Fig. 1: clock wiring as the flow saved it
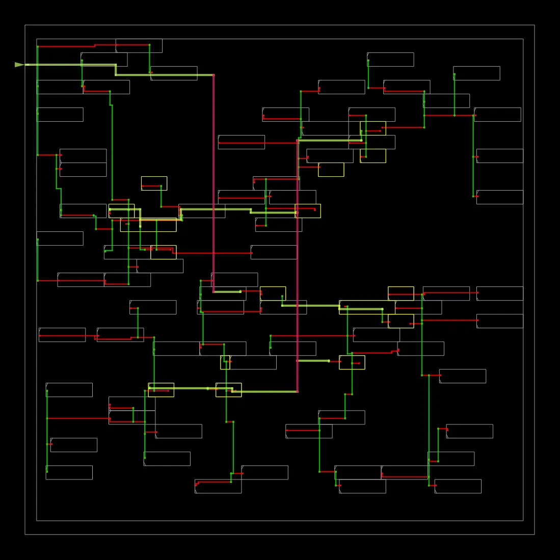
Fig. 2: clock distribution
Bar = 20 um.
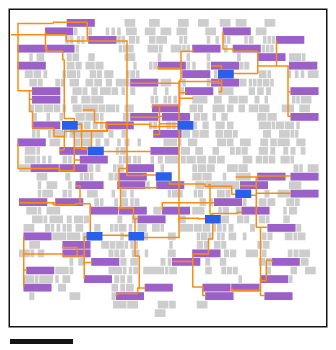
Fig. 3: a small window of the routed layout
Window x 30 to 70, y 30 to 70 um. Cells in grey, sequential cells in the stronger grey; small squares are vias.
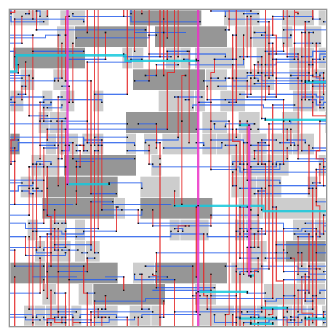
===== config.mk =====
export PLATFORM = sky130hd
export DESIGN_NAME = tile_seq_controller
export DESIGN_NICKNAME = d
export VERILOG_FILES = /design/src/rtl/tile_seq_controller.sv
export SDC_FILE = /design/constraint.sdc
export NUM_CORES = 1
export LEC_CHECK = 0
export CAP_MARGIN = 20
export CORE_MARGIN = 2
export CORE_UTILIZATION = 45
export CTS_CLUSTER_SIZE = 14
export DETAILED_ROUTE_END_ITERATION = 7
export GPL_TIMING_DRIVEN = 0
export MAX_ROUTING_LAYER = met4
export PLACE_DENSITY = 0.64
export SYNTH_ARGS = -nofsm -noshare
export SYNTH_HDL_FRONTEND = slang
export SYNTH_SLANG_ARGS = --single-unit

===== constraint.sdc =====
create_clock -name clk -period 9 [get_ports clk]
set_input_delay 2.25 -clock clk [delete_from_list [all_inputs] [get_ports clk]]
set_output_delay 2.25 -clock clk [all_outputs]
set_load 0.03 [all_outputs]

===== src/rtl/tile_seq_controller.sv =====
// Tile sequencer for a weight-stationary systolic array with double-buffered weights.
// A weight FSM prefetches the next tile into the shadow buffer while the IF FSM streams and drains the current tile.
module tile_seq_controller #(
  parameter int ARRAY_DIM  = 4,
  parameter int TILE_CNT_W = 8,
  parameter int IF_LEN_W   = 16
) (
  input  logic                  clk,
  input  logic                  rst,
  input  logic                  start,
  input  logic [TILE_CNT_W-1:0] num_tiles,
  input  logic [IF_LEN_W-1:0]   if_len,
  input  logic                  stall,
  output logic                  w_read,
  output logic                  if_read,
  output logic                  clr_w,
  output logic                  clr_if,
  output logic                  switch,
  output logic [TILE_CNT_W-1:0] tile_idx,
  output logic                  busy,
  output logic                  done
);

  localparam int DRAIN = 2*ARRAY_DIM - 1;
  localparam int WC_W  = $clog2(ARRAY_DIM + 1);
  localparam int DC_W  = $clog2(DRAIN + 1);

  typedef enum logic [1:0] {W_IDLE, W_CLR, W_LOAD, W_READY} w_state_t;
  typedef enum logic [1:0] {IF_IDLE, IF_RUN, IF_DRAIN} if_state_t;

  w_state_t              r_w_state;
  if_state_t             r_if_state;
  logic [WC_W-1:0]       r_w_cnt;
  logic [DC_W-1:0]       r_d_cnt;
  logic [IF_LEN_W-1:0]   r_i_cnt;
  logic [TILE_CNT_W-1:0] r_num_tiles;
  logic [IF_LEN_W-1:0]   r_if_len;
  logic [TILE_CNT_W-1:0] r_load_idx;
  logic [TILE_CNT_W-1:0] r_tile_idx;
  logic                  r_if_last;
  logic                  r_busy;
  logic                  r_done;

  logic w_accept;
  logic w_swap;
  logic w_more;

  // A zero-tile job raises done with busy low; blocking start during that pulse
  // keeps done from ever being high two cycles in a row.
  assign w_accept = start && !r_busy && !r_done;
  assign w_swap   = (r_w_state == W_READY) && (r_if_state == IF_IDLE);
  assign w_more   = (r_load_idx != (r_num_tiles - TILE_CNT_W'(1)));

  always_ff @(posedge clk or posedge rst) begin
    if (rst) begin
      r_w_state   <= W_IDLE;
      r_if_state  <= IF_IDLE;
      r_w_cnt     <= '0;
      r_d_cnt     <= '0;
      r_i_cnt     <= '0;
      r_num_tiles <= '0;
      r_if_len    <= '0;
      r_load_idx  <= '0;
      r_tile_idx  <= '0;
      r_if_last   <= 1'b0;
      r_busy      <= 1'b0;
      r_done      <= 1'b0;
    end else begin
      r_done <= 1'b0;
      if (r_done) r_busy <= 1'b0;

      case (r_w_state)
        W_IDLE: begin
          if (w_accept) begin
            r_num_tiles <= num_tiles;
            r_if_len    <= if_len;
            r_load_idx  <= '0;
            if (num_tiles == '0) begin
              r_done <= 1'b1;
            end else begin
              r_busy    <= 1'b1;
              r_w_state <= W_CLR;
            end
          end
        end
        W_CLR: begin
          r_w_cnt   <= '0;
          r_w_state <= W_LOAD;
        end
        W_LOAD: begin
          if (!stall) begin
            if (r_w_cnt == WC_W'(ARRAY_DIM - 1)) r_w_state <= W_READY;
            else                                 r_w_cnt   <= r_w_cnt + WC_W'(1);
          end
        end
        W_READY: begin
          if (w_swap) begin
            r_tile_idx <= r_load_idx;
            r_if_last  <= !w_more;
            if (w_more) begin
              r_load_idx <= r_load_idx + TILE_CNT_W'(1);
              r_w_state  <= W_CLR;
            end else begin
              r_w_state  <= W_IDLE;
            end
          end
        end
        default: r_w_state <= W_IDLE;
      endcase

      case (r_if_state)
        IF_IDLE: begin
          if (w_swap) begin
            r_i_cnt <= '0;
            r_d_cnt <= '0;
            r_if_state <= (r_if_len == '0) ? IF_DRAIN : IF_RUN;
          end
        end
        IF_RUN: begin
          if (!stall) begin
            if (r_i_cnt == (r_if_len - IF_LEN_W'(1))) begin
              r_d_cnt    <= '0;
              r_if_state <= IF_DRAIN;
            end else begin
              r_i_cnt <= r_i_cnt + IF_LEN_W'(1);
            end
          end
        end
        IF_DRAIN: begin
          // Drain ignores stall: the array keeps shifting partial sums out.
          if (r_d_cnt == DC_W'(DRAIN - 1)) begin
            r_if_state <= IF_IDLE;
            if (r_if_last) r_done <= 1'b1;
          end else begin
            r_d_cnt <= r_d_cnt + DC_W'(1);
          end
        end
        default: r_if_state <= IF_IDLE;
      endcase
    end
  end

  assign w_read   = (r_w_state == W_LOAD) && !stall;
  assign if_read  = (r_if_state == IF_RUN) && !stall;
  assign clr_w    = (r_w_state == W_CLR);
  assign switch   = w_swap;
  assign clr_if   = w_swap;
  assign tile_idx = r_tile_idx;
  assign busy     = r_busy;
  assign done     = r_done;

endmodule


==> impl_metrics.toml <==
# implementation run metrics
[status]
outcome = "completed"

[critical_path]
critPathSlowestCell = "sky130_fd_sc_hd__clkdlybuf4s50_1"
timing.setup.critical_path_class = "input port to output pin"
worst-r2r-setup-slack_ps = 5740
path_cells = "clkdlybuf4s50_1 -> nor2_1 -> nand2_1 -> inv_1 -> clkdlybuf4s50_1"
cpLargestDelayFamily = "buffers and inverters"
crit_path_end_kind = "output pin"
cp.arrival_ps = 4070
critical_path.startpoint = "stall"

[final_timing]
totalNegativeSetupSlack_ps = 0
min_period_ps = 6317
setup_slack_ps = 2683
worst-slew-pin-transition_ps = 864.9

[placed_design]
post_place_instance_area_um2 = 4767
detailedPlacementHpwl_mm = 7.621
port_buffers = 42

[logic_synthesis]
synth.top_cells.by_count = "109 x sky130_fd_sc_hd__nand2_1, 69 x sky130_fd_sc_hd__dfrtp_1, 32 x sky130_fd_sc_hd__o21ai_0, 21 x sky130_fd_sc_hd__inv_1, 20 x sky130_fd_sc_hd__a21oi_1"
synth-warning-count = 0
synthesis.area_um2 = 4205
synth.mux.area_fraction = 0.01190
enable_flop_cells = 0
synth_chip_area_um2 = 4205
ys.flop_type = "sky130_fd_sc_hd__dfrtp_1"
syn_nets = 538

[worst_hold_path]
min_from = "r_if_last"
timing.hold.worst.class = "flip-flop to flip-flop"

[final_layout]
num-clock-buffers = 13
comb_area_share = 0.4504
final_common_cell = "sky130_fd_sc_hd__nand2_1"
diodes = 0

[global_routing]
grt.overflow.total = 0
antenna_violations_before_repair = 0

[drt]
routed_wl_mm = 10.52

[clock_network]
post_cts_hold_buffer_count = 0
cts_resized = 0
Notes on Fig. 1 above:
Inserted Clock Buffers: 9
final sequential cell count: 69

Notes on Fig. 2 above:
orange -> clock wires  # length 1,060 um
purple -> flip-flops  # count 69
blue -> cells driving clock nets  # count 9
routed clock nets = 10
source-to-sink clock delay at the later pin of the worst-skew pair: 350 ps
setup clock skew after layout: 10.48 ps
Clk pwr share: 0.208
clk pwr: 0.309 mW

Notes on Fig. 3 above:
blue -> met1
magenta -> met4
cyan -> met3
red -> met2
most frequent = nand2_1 (15), dfrtp_1 (14), clkbuf_1 (10)
sequential cells in the window = 14
cells with their middle in the window = 118
netlist names of flops here include = r_i_cnt (3), r_if_len (3), r_load_idx (2)

==> metal layers <==
| layer | part of all wire | GRT usage | vias to the layer above |
|---|---|---|---|
| li1 | - | - | 1851 |
| met1 | 0.46 | 0.2829 | 1803 |
| met4 | 0.012 | 0.05479 | 0 |
| met3 | 0.034 | 0.05132 | 12 |
| met5 | 0 | - | - |
| met2 | 0.50 | 0.3779 | 59 |
==> stage by stage <==
stage | util | hold WS [ps]
after floorplan | - | 450.5
after global placement | 0.5206 | 460.0
after detailed placement | 0.5208 | 462.0
after CTS | 0.5475 | 492.6
after global routing | 0.5475 | 510.1
final | 0.5475 | 485.9
==> power by group <==
part / total, mW / switching, mW / internal [mW]
sequential: 0.520 / 0.113 / 0.407
combinational: 0.655 / 0.376 / 0.280
clock: 0.309 / 0.123 / 0.186
Power figures rest on the tool's default switching activity, not on a simulated workload.
